==> src/rtl/enc2_pkg.sv <==
// enc2_pkg: widths, FSM state encoding and mask builder shared by the encrypt stage and decrypt-side models.
// Latency: n/a (types and pure functions only).
// Backpressure: n/a.
package enc2_pkg;

  localparam int ENC2_PT_W    = 60;
  localparam int ENC2_RAND_W  = 11;
  localparam int ENC2_Y_W     = 61;
  localparam int ENC2_FRAME_W = 78;
  localparam int ENC2_TAG_W   = 6;

  typedef enum logic [1:0] {
    ENC2_IDLE = 2'd0,
    ENC2_CALC = 2'd1,
    ENC2_OUT  = 2'd2
  } enc2_state_e;

  // 60-bit mask: r, r, ~r, ~r, r from the LSB upward, topped with r[4:0].
  // Inverted middle fields keep the mask from being a plain repetition of r.
  function automatic logic [ENC2_PT_W-1:0] build_mask(input logic [ENC2_RAND_W-1:0] r);
    return {r[4:0], r, ~r, ~r, r, r};
  endfunction

endpackage

==> src/rtl/enc2_lfsr11.sv <==
// enc2_lfsr11: 11-bit Fibonacci-style LFSR, steps to {r[9:0], r[10]^r[8]} when adv is high.
// Latency: new value visible the cycle after adv.
// Backpressure: none; advances only on adv. A zero SEED is replaced by 11'h001 so the register never locks up.
module enc2_lfsr11
  import enc2_pkg::*;
#(
  parameter logic [ENC2_RAND_W-1:0] SEED = 11'h5A5
) (
  input  logic                   clk,
  input  logic                   rst_n,
  input  logic                   adv,
  output logic [ENC2_RAND_W-1:0] value
);

  localparam logic [ENC2_RAND_W-1:0] INIT = (SEED == '0) ? 11'h001 : SEED;

  // Shift left and feed back the tap XOR into bit 0 on each advance.
  always_ff @(posedge clk or negedge rst_n) begin
    if (!rst_n) begin
      value <= INIT;
    end else if (adv) begin
      value <= {value[ENC2_RAND_W-2:0], value[10] ^ value[8]};
    end
  end

endmodule

==> src/rtl/encrypt_function_2.sv <==
// encrypt_function_2: masks a 60-bit word plus parity with an LFSR-derived mask, emits {r, y, tag}; ENC2_SEQ_TAG_EN adds a 6-bit sequence tag.
// Latency: word accepted at edge k shows out_valid after edge k+1; one word in flight, at best one word per 3 cycles.
// Backpressure: in_ready low outside IDLE; outEnc/out_valid hold while out_ready is low.
module encrypt_function_2
  import enc2_pkg::*;
#(
  parameter logic [ENC2_RAND_W-1:0] SEED = 11'h5A5
) (
  input  logic                    Clk,
  input  logic                    Rst_n,
  input  logic [ENC2_PT_W-1:0]    in_data,
  input  logic                    in_valid,
  output logic                    in_ready,
  output logic [ENC2_FRAME_W-1:0] outEnc,
  output logic                    out_valid,
  input  logic                    out_ready
);

  localparam logic [1:0] ST_IDLE = ENC2_IDLE;
  localparam logic [1:0] ST_CALC = ENC2_CALC;
  localparam logic [1:0] ST_OUT  = ENC2_OUT;

  logic [1:0]             state;
  logic                   accept;
  logic [ENC2_RAND_W-1:0] lfsr_val;
  logic [ENC2_TAG_W-1:0]  tag_next;

  logic [ENC2_PT_W-1:0]   pt_q;
  logic                   par_q;
  logic [ENC2_RAND_W-1:0] r_q;
  logic [ENC2_TAG_W-1:0]  tag_q;

  logic [ENC2_PT_W-1:0]   mask_c;
  logic [ENC2_Y_W-1:0]    y_c;

  assign in_ready = (state == ST_IDLE);
  assign accept   = in_ready && in_valid;

  enc2_lfsr11 #(
    .SEED (SEED)
  ) u_lfsr (
    .clk   (Clk),
    .rst_n (Rst_n),
    .adv   (accept),
    .value (lfsr_val)
  );

`ifdef ENC2_SEQ_TAG_EN
  logic [ENC2_TAG_W-1:0] seq_q;

  // Sequence number of the next accepted word; wraps naturally at 63.
  always_ff @(posedge Clk or negedge Rst_n) begin
    if (!Rst_n) begin
      seq_q <= '0;
    end else if (accept) begin
      seq_q <= seq_q + 1'b1;
    end
  end

  assign tag_next = seq_q;
`else
  assign tag_next = '0;
`endif

  // Capture the word, its parity, the current LFSR value and tag at accept.
  always_ff @(posedge Clk or negedge Rst_n) begin
    if (!Rst_n) begin
      pt_q  <= '0;
      par_q <= 1'b0;
      r_q   <= '0;
      tag_q <= '0;
    end else if (accept) begin
      pt_q  <= in_data;
      par_q <= ^in_data;
      r_q   <= lfsr_val;
      tag_q <= tag_next;
    end
  end

  // Mask and 61-bit sum; the carry out of bit 60 is intentionally dropped.
  always_comb begin
    mask_c = build_mask(r_q);
    y_c    = {pt_q, par_q} + {1'b0, mask_c};
  end

  // Control FSM: IDLE accepts, CALC registers the frame, OUT holds until taken.
  always_ff @(posedge Clk or negedge Rst_n) begin
    if (!Rst_n) begin
      state     <= ST_IDLE;
      out_valid <= 1'b0;
      outEnc    <= '0;
    end else begin
      case (state)
        ST_IDLE: begin
          if (in_valid) begin
            state <= ST_CALC;
          end
        end
        ST_CALC: begin
          outEnc    <= {r_q, y_c, tag_q};
          out_valid <= 1'b1;
          state     <= ST_OUT;
        end
        ST_OUT: begin
          if (out_ready) begin
            out_valid <= 1'b0;
            state     <= ST_IDLE;
          end
        end
        default: begin
          state     <= ST_IDLE;
          out_valid <= 1'b0;
        end
      endcase
    end
  end

endmodule

==> config.mk <==
export PLATFORM = sky130hd
export DESIGN_NAME = encrypt_function_2
export DESIGN_NICKNAME = d
export VERILOG_FILES = /design/src/rtl/enc2_pkg.sv /design/src/rtl/enc2_lfsr11.sv /design/src/rtl/encrypt_function_2.sv
export SDC_FILE = /design/constraint.sdc
export NUM_CORES = 1
export LEC_CHECK = 0
export CELL_PAD_IN_SITES_DETAIL_PLACEMENT = 2
export CELL_PAD_IN_SITES_GLOBAL_PLACEMENT = 2
export CORE_ASPECT_RATIO = 1.75
export CORE_UTILIZATION = 30
export DETAILED_ROUTE_END_ITERATION = 8
export PLACE_DENSITY_LB_ADDON = 0.12
export SETUP_SLACK_MARGIN = 0.2
export SKIP_CTS_REPAIR_TIMING = 1
export SLEW_MARGIN = 20
export SYNTH_ARGS = -nofsm -noshare
export SYNTH_HDL_FRONTEND = slang
export SYNTH_SLANG_ARGS = --single-unit
==> constraint.sdc <==
create_clock -name Clk -period 3 [get_ports Clk]
set_input_delay 0.6 -clock Clk [delete_from_list [all_inputs] [get_ports Clk]]
set_output_delay 0.6 -clock Clk [all_outputs]
set_load 0.02 [all_outputs]
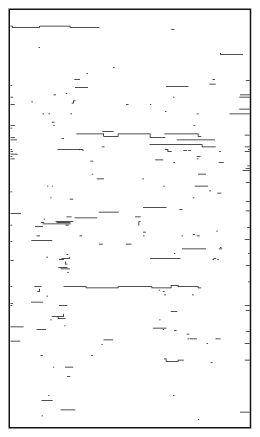
Figure 1: run 1, metal 3.
wire length on this layer = 790 um
main direction = horizontal

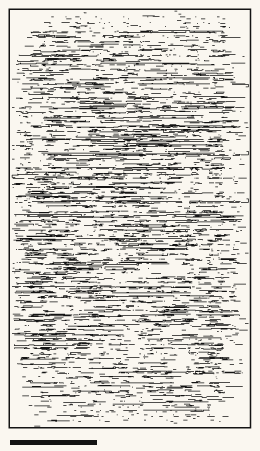
Figure 2: run 1, M1 wires.
The bar under the picture is 50 um long.
main direction = horizontal
longest straight run = 60.3 um
nets with wire on the layer = 1509
overall via count from detail_route: 9962
met1 track demand over resource in global routing: 23.2%
final wirelength: 46600 um

==> impl_results.html, run 1 <==
<h3>Run summary</h3>
<table>
<tr><th>Metric</th><th>Value</th></tr>
<tr><th colspan="2">Synth</th></tr>
<tr><td>Register bit count reported by yosys</td><td>approximately 150</td></tr>
<tr><td>Number of distinct library cells after synthesis</td><td>around 64</td></tr>
<tr><td>Dominant register cell</td><td>sky130_fd_sc_hd__dfrtp_1</td></tr>
<tr><td>Synthesized area per cell</td><td>roughly 8.4 sq um</td></tr>
<tr><td>Synth warnings</td><td>0</td></tr>
<tr><td>Top-count cell post-synth</td><td>sky130_fd_sc_hd__nand2_1</td></tr>
<tr><td>Most numerous cell types in the synthesized netlist</td><td>334 x sky130_fd_sc_hd__nand2_1, 147 x sky130_fd_sc_hd__dfrtp_1, 103 x sky130_fd_sc_hd__o21ai_0</td></tr>
<tr><td>Dominant cell type by area after synthesis</td><td>sky130_fd_sc_hd__dfrtp_1</td></tr>
<tr><td>Number of cells produced by synthesis</td><td>about 1200</td></tr>
<tr><td>Sequential-to-total area share from yosys stat</td><td>between 30% and 40%</td></tr>
<tr><td>Cell count listed in synth_stat.txt</td><td>1157</td></tr>
<tr><th colspan="2">Pwr</th></tr>
<tr><td>Sw Share</td><td>~47%</td></tr>
<tr><td>Logic gate share of total power</td><td>69.1%</td></tr>
<tr><td>Proportion of power drawn by the clock network</td><td>a little under an eighth</td></tr>
<tr><td>Switching component of the power</td><td>9.96 mW</td></tr>
<tr><th colspan="2">Global routing</th></tr>
<tr><td>Largest net degree at the start of global routing</td><td>~70</td></tr>
<tr><td>Total global routing track utilization</td><td>between 20 and 30%</td></tr>
<tr><td>Final global-route overflow total</td><td>0</td></tr>
<tr><td>Wire length of the first global-routing pass</td><td>roughly 64000 um</td></tr>
<tr><th colspan="2">Place</th></tr>
<tr><td>Placed instance count</td><td>around 1800</td></tr>
<tr><td># port buffers</td><td>around 140</td></tr>
<tr><th colspan="2">Run status</th></tr>
<tr><td>Outcome</td><td>complete, but fails checks</td></tr>
<tr><td>Violated checks</td><td>setup timing</td></tr>
<tr><th colspan="2">Setup path</th></tr>
<tr><td>Worst-path cell chain</td><td>buf_6 &gt; clkinvlp_4 &gt; ha_4 &gt; buf_6 &gt; nand4_1 &gt; or4_4 &gt; a21oi_4 &gt; o211ai_2 &gt; a31oi_4 &gt; o211ai_1 &gt; a21o_1 &gt; a31o_1</td></tr>
<tr><td>Worst Setup Start Kind</td><td>register</td></tr>
<tr><td>Most numerous cell on the critical path</td><td>sky130_fd_sc_hd__buf_6</td></tr>
<tr><td>Cell depth of the worst setup path</td><td>12</td></tr>
<tr><th colspan="2">Final timing</th></tr>
<tr><td>Setup violations, final</td><td>3</td></tr>
<tr><td>Slew Limit Headroom</td><td>between 40 and 50%</td></tr>
<tr><td>Least setup slack across all paths after layout</td><td>-47.9 ps</td></tr>
<tr><td>Clk_skew</td><td>around 16 ps</td></tr>
<tr><th colspan="2">Finish</th></tr>
<tr><td>Final cell count without fillers</td><td>1906</td></tr>
<tr><th colspan="2">Floorplanning</th></tr>
<tr><td>Chip footprint</td><td>33000 sq um</td></tr>
<tr><th colspan="2">Clock network</th></tr>
<tr><td>Clock latency on the worst-skew pair</td><td>between 400 and 500 ps</td></tr>
<tr><th colspan="2">Job</th></tr>
<tr><td>Maximum Capacitance Violations</td><td>0</td></tr>
<tr><td>OpenROAD warnings</td><td>27</td></tr>
</table>
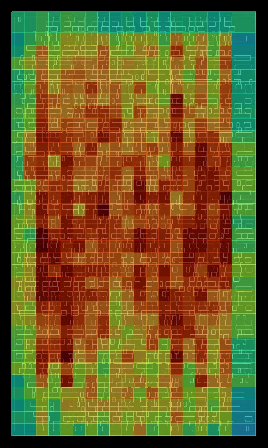
Figure 3: run 1, routing congestion.
Routed WL per cell: 24.5 um
met3 global-route usage: 2.92%
most heavily used metal layer in global routing: met2
Core Util, Final: 46.6%

-- run 1: how the worst max path moves through the flow --
stage,slack (ps),to
global placement,-470,outEnc[65]
floorplan,200,outEnc[46]
detailed placement,-530,outEnc[65]
CTS,-560,outEnc[65]
global route,-130,outEnc[59]
finish,-50,outEnc[65]
-- run 1: sequential cells by signal (all words and copies together), names as in the netlist --
register      count
pt_q             60
par_q             1
u_lfsr.value     11
state             2
r_q               6
out_valid         1
outEnc           72
-- run 1: layer usage --
metal	part of all wire (%)	global-route usage, %	vias to the layer above
met5	0	0	-
met4	8.9	20.3	0
met3	1.7	2.92	128
met2	59	55.6	209
met1	31	23.2	5027
li1	-	-	4598
-- run 1: power groups by stage --
stage	Sequential, mW	Clock [mW]	Combinational, mW
3_5_place_dp	3.98	0	12.6
3_3_place_gp	3.96	0	12.3
2_1_floorplan	4.07	0	5.78
4_1_cts	3.95	2.51	12.7
5_1_grt	4.11	2.58	15.5
6_report	4.04	2.48	14.6
-- run 1: per-stage QoR --
stage / setup TNS, ps / cell area (sq um) / hold slack [ps] / setup WS, ps
finish: -65.3 / 14700 / 97.5 / -47.9
global route: -963 / 14700 / 144 / -125
CTS: -5730 / 13600 / 126 / -559
detailed placement: -4440 / 13000 / 457 / -531
global placement: -3020 / 13000 / 450 / -466
floorplan: 0 / 9700 / 304 / 201
-- run 1: logic make-up after synthesis --
kind of cell | count (synthesis)
flip-flops | 153
buffers and inverters | 88
AND/OR/NAND/NOR | 452
AND-OR/OR-AND | 291
multiplexers | 1
adder cells (fa/ha/maj) | 61
other | 1
XOR/XNOR | 110
-- run 1: cell type report --
type,instances,area share [%]
well taps,396,3.36
repair buffers,376,22.2
flip-flops and latches,153,26.1
clock inverters,13,1.38
inverters,28,0.738
multi-input cells,921,43.2
clock buffers,19,3.00
--- run 2 (diff from run 1) ---
--- a/config.mk
+++ b/config.mk
@@ -9,6 +9,7 @@
 export CELL_PAD_IN_SITES_GLOBAL_PLACEMENT = 2
 export CORE_ASPECT_RATIO = 1.75
 export CORE_UTILIZATION = 30
+export CTS_CLUSTER_DIAMETER = 40
 export DETAILED_ROUTE_END_ITERATION = 8
 export PLACE_DENSITY_LB_ADDON = 0.12
 export SETUP_SLACK_MARGIN = 0.2
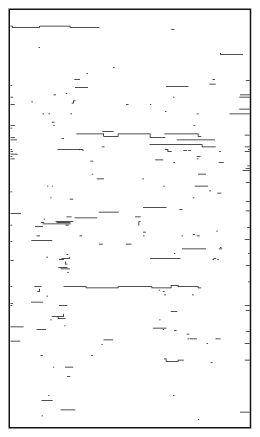
Figure 4: run 2, metal 3.
share of all routed wire = 1.7%
main direction = horizontal

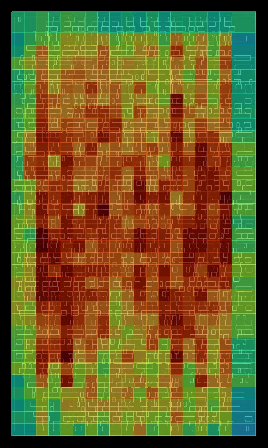
Figure 5: run 2, routing congestion.
met2 demand-to-capacity share in global routing: 55.6%
total global routing track utilization: 27.4%

==> run 2 against run 1 <==
The flow still finishes with violations (setup timing). Register-to-register slack about the same. Clock skew unchanged. Sequential cell count unchanged. Hold slack unchanged. First-iteration DRC count unchanged. Synthesized cell count unchanged. Die area unchanged. Critical endpoint unchanged. Count of clock-buffer cells in the layout unchanged. Design area unchanged. Combinational power about the same. Clock power about the same. Sequential share of layout area unchanged. Critical path type unchanged.
==> impl_results.html, run 2 <==
<h3>Run summary</h3>
<table>
<tr><th>Metric</th><th>Value</th></tr>
<tr><th colspan="2">Setup path</th></tr>
<tr><td>Critical Path Sink</td><td>outEnc[65]</td></tr>
<tr><td>Worst Setup Start Kind</td><td>register</td></tr>
<tr><th colspan="2">Run status</th></tr>
<tr><td>Outcome</td><td>complete, but fails checks</td></tr>
<tr><td>Violated checks</td><td>setup timing</td></tr>
<tr><th colspan="2">Final timing</th></tr>
<tr><td>Fin Setup TNS</td><td>-65.3 ps</td></tr>
<tr><td>Clk_skew</td><td>approximately 16 ps</td></tr>
<tr><td>Slew Limit Headroom</td><td>between 40 and 50%</td></tr>
<tr><td>Setup repair after global routing missed its margin</td><td>yes</td></tr>
<tr><td>Tightest hold margin</td><td>about 97 ps</td></tr>
<tr><td>Least setup slack across all paths after layout</td><td>-47.9 ps</td></tr>
<tr><td>Setup violations, final</td><td>3</td></tr>
<tr><th colspan="2">Pwr</th></tr>
<tr><td>Clock network power</td><td>between 2 and 2.5 mW</td></tr>
<tr><td>Sequential Power</td><td>4.04 mW</td></tr>
<tr><td>Leading power group</td><td>combinational logic</td></tr>
<tr><td>Power dissipated in combinational cells</td><td>14.6 mW</td></tr>
<tr><td>Proportion of power drawn by the clock network</td><td>approximately an eighth</td></tr>
<tr><td>Logic gate share of total power</td><td>between 60% and 70%</td></tr>
<tr><td>Switching component of the power</td><td>9.96 mW</td></tr>
<tr><td>Worst vdd rail ir drop</td><td>between 600 and 700 uV</td></tr>
<tr><td>Sw Share</td><td>a little under half</td></tr>
<tr><th colspan="2">Clock network</th></tr>
<tr><td>Clock latency on the worst-skew pair</td><td>480 ps</td></tr>
<tr><th colspan="2">Synth</th></tr>
<tr><td>Register bit count reported by yosys</td><td>~150</td></tr>
<tr><td>Most numerous cell types in the synthesized netlist</td><td>334 x sky130_fd_sc_hd__nand2_1, 147 x sky130_fd_sc_hd__dfrtp_1, 103 x sky130_fd_sc_hd__o21ai_0</td></tr>
<tr><td>Number of cells produced by synthesis</td><td>1157</td></tr>
<tr><td>Sequential-to-total area share from yosys stat</td><td>between 30% and 40%</td></tr>
<tr><td>Dominant cell type by area after synthesis</td><td>sky130_fd_sc_hd__dfrtp_1</td></tr>
<tr><td>Cell count listed in synth_stat.txt</td><td>~1200</td></tr>
<tr><td>Synthesized area per cell</td><td>8.36 sq um</td></tr>
<tr><td>Dominant register cell</td><td>sky130_fd_sc_hd__dfrtp_1</td></tr>
<tr><td>Synth warnings</td><td>0</td></tr>
<tr><td>Top-count cell post-synth</td><td>sky130_fd_sc_hd__nand2_1</td></tr>
<tr><th colspan="2">Finish</th></tr>
<tr><td>Most flop-heavy register</td><td>outEnc</td></tr>
<tr><td>Final cell count without fillers</td><td>about 1900</td></tr>
<tr><td>Largest registers</td><td>outEnc (72), pt_q (60), u_lfsr.value (11)</td></tr>
<tr><td>Number of flip-flops in the largest register</td><td>between 70 and 80</td></tr>
<tr><th colspan="2">Place</th></tr>
<tr><td>Placed instance count</td><td>roughly 1800</td></tr>
<tr><th colspan="2">Drt</th></tr>
<tr><td>Final wirelength</td><td>around 47000 um</td></tr>
<tr><td>Routed WL per cell</td><td>24.5 um</td></tr>
<tr><th colspan="2">Job</th></tr>
<tr><td>Maximum Capacitance Violations</td><td>0</td></tr>
<tr><td>OpenROAD warnings</td><td>27</td></tr>
<tr><th colspan="2">Global routing</th></tr>
<tr><td>Final global-route overflow total</td><td>0</td></tr>
<tr><td>Largest net degree at the start of global routing</td><td>around 70</td></tr>
<tr><th colspan="2">Floorplanning</th></tr>
<tr><td>Chip footprint</td><td>around 33000 sq um</td></tr>
</table>
==> run 2: final cells by class <==
class	instances	area, sq um	share of cell area (%)
tap	396	495	3.36
timing repair buffer	376	3270	22.2
multi-input combinational	921	6370	43.2
inverter	28	109	0.738
clock inverter	13	204	1.38
sequential	153	3850	26.1
clock buffer	19	443	3.00
==> run 2: cells by family (layout without fill, tap and decap cells) <==
family	after synthesis	in the layout	synth area share, %
AOI/OAI and AO/OA	291	291	18.7
xor gates and xnor gates	110	110	9.97
adders and majority gates	61	61	7.97
buffers and inverters	88	436	3.65
DFF	153	153	39.7
muxes	1	1	0.116
other	1	6	0.0388
and+or+nand+nor	452	452	19.9
==> run 2: stage by stage <==
| stage | area, sq um | setup WS (ps) |
|---|---|---|
| after CTS | 13600 | -559 |
| after global placement | 13000 | -466 |
| after floorplan | 9700 | 201 |
| after global routing | 14700 | -125 |
| final | 14700 | -47.9 |
| after detailed placement | 13000 | -531 |
==> run 2: critical path: stages, from the launching register on <==
cell and delay, ps:
sky130_fd_sc_hd__dfrtp_2 430, sky130_fd_sc_hd__buf_6 150, sky130_fd_sc_hd__clkinvlp_4 170, sky130_fd_sc_hd__ha_4 330
sky130_fd_sc_hd__buf_6 120, sky130_fd_sc_hd__nand4_1 120, sky130_fd_sc_hd__or4_4 450, sky130_fd_sc_hd__a21oi_4 210
sky130_fd_sc_hd__o211ai_2 160, sky130_fd_sc_hd__a31oi_4 240, sky130_fd_sc_hd__o211ai_1 140, sky130_fd_sc_hd__a21o_1 200
sky130_fd_sc_hd__a31o_1 200
==> run 2: layer usage <==
layer	global-route usage [%]	share of wire (%)	vias to the layer above
met5	0	0	-
met1	23.2	31	5027
li1	-	-	4598
met2	55.6	59	209
met3	2.92	1.7	128
met4	20.3	8.9	0
Power figures rest on the tool's default switching activity, not on a simulated workload.
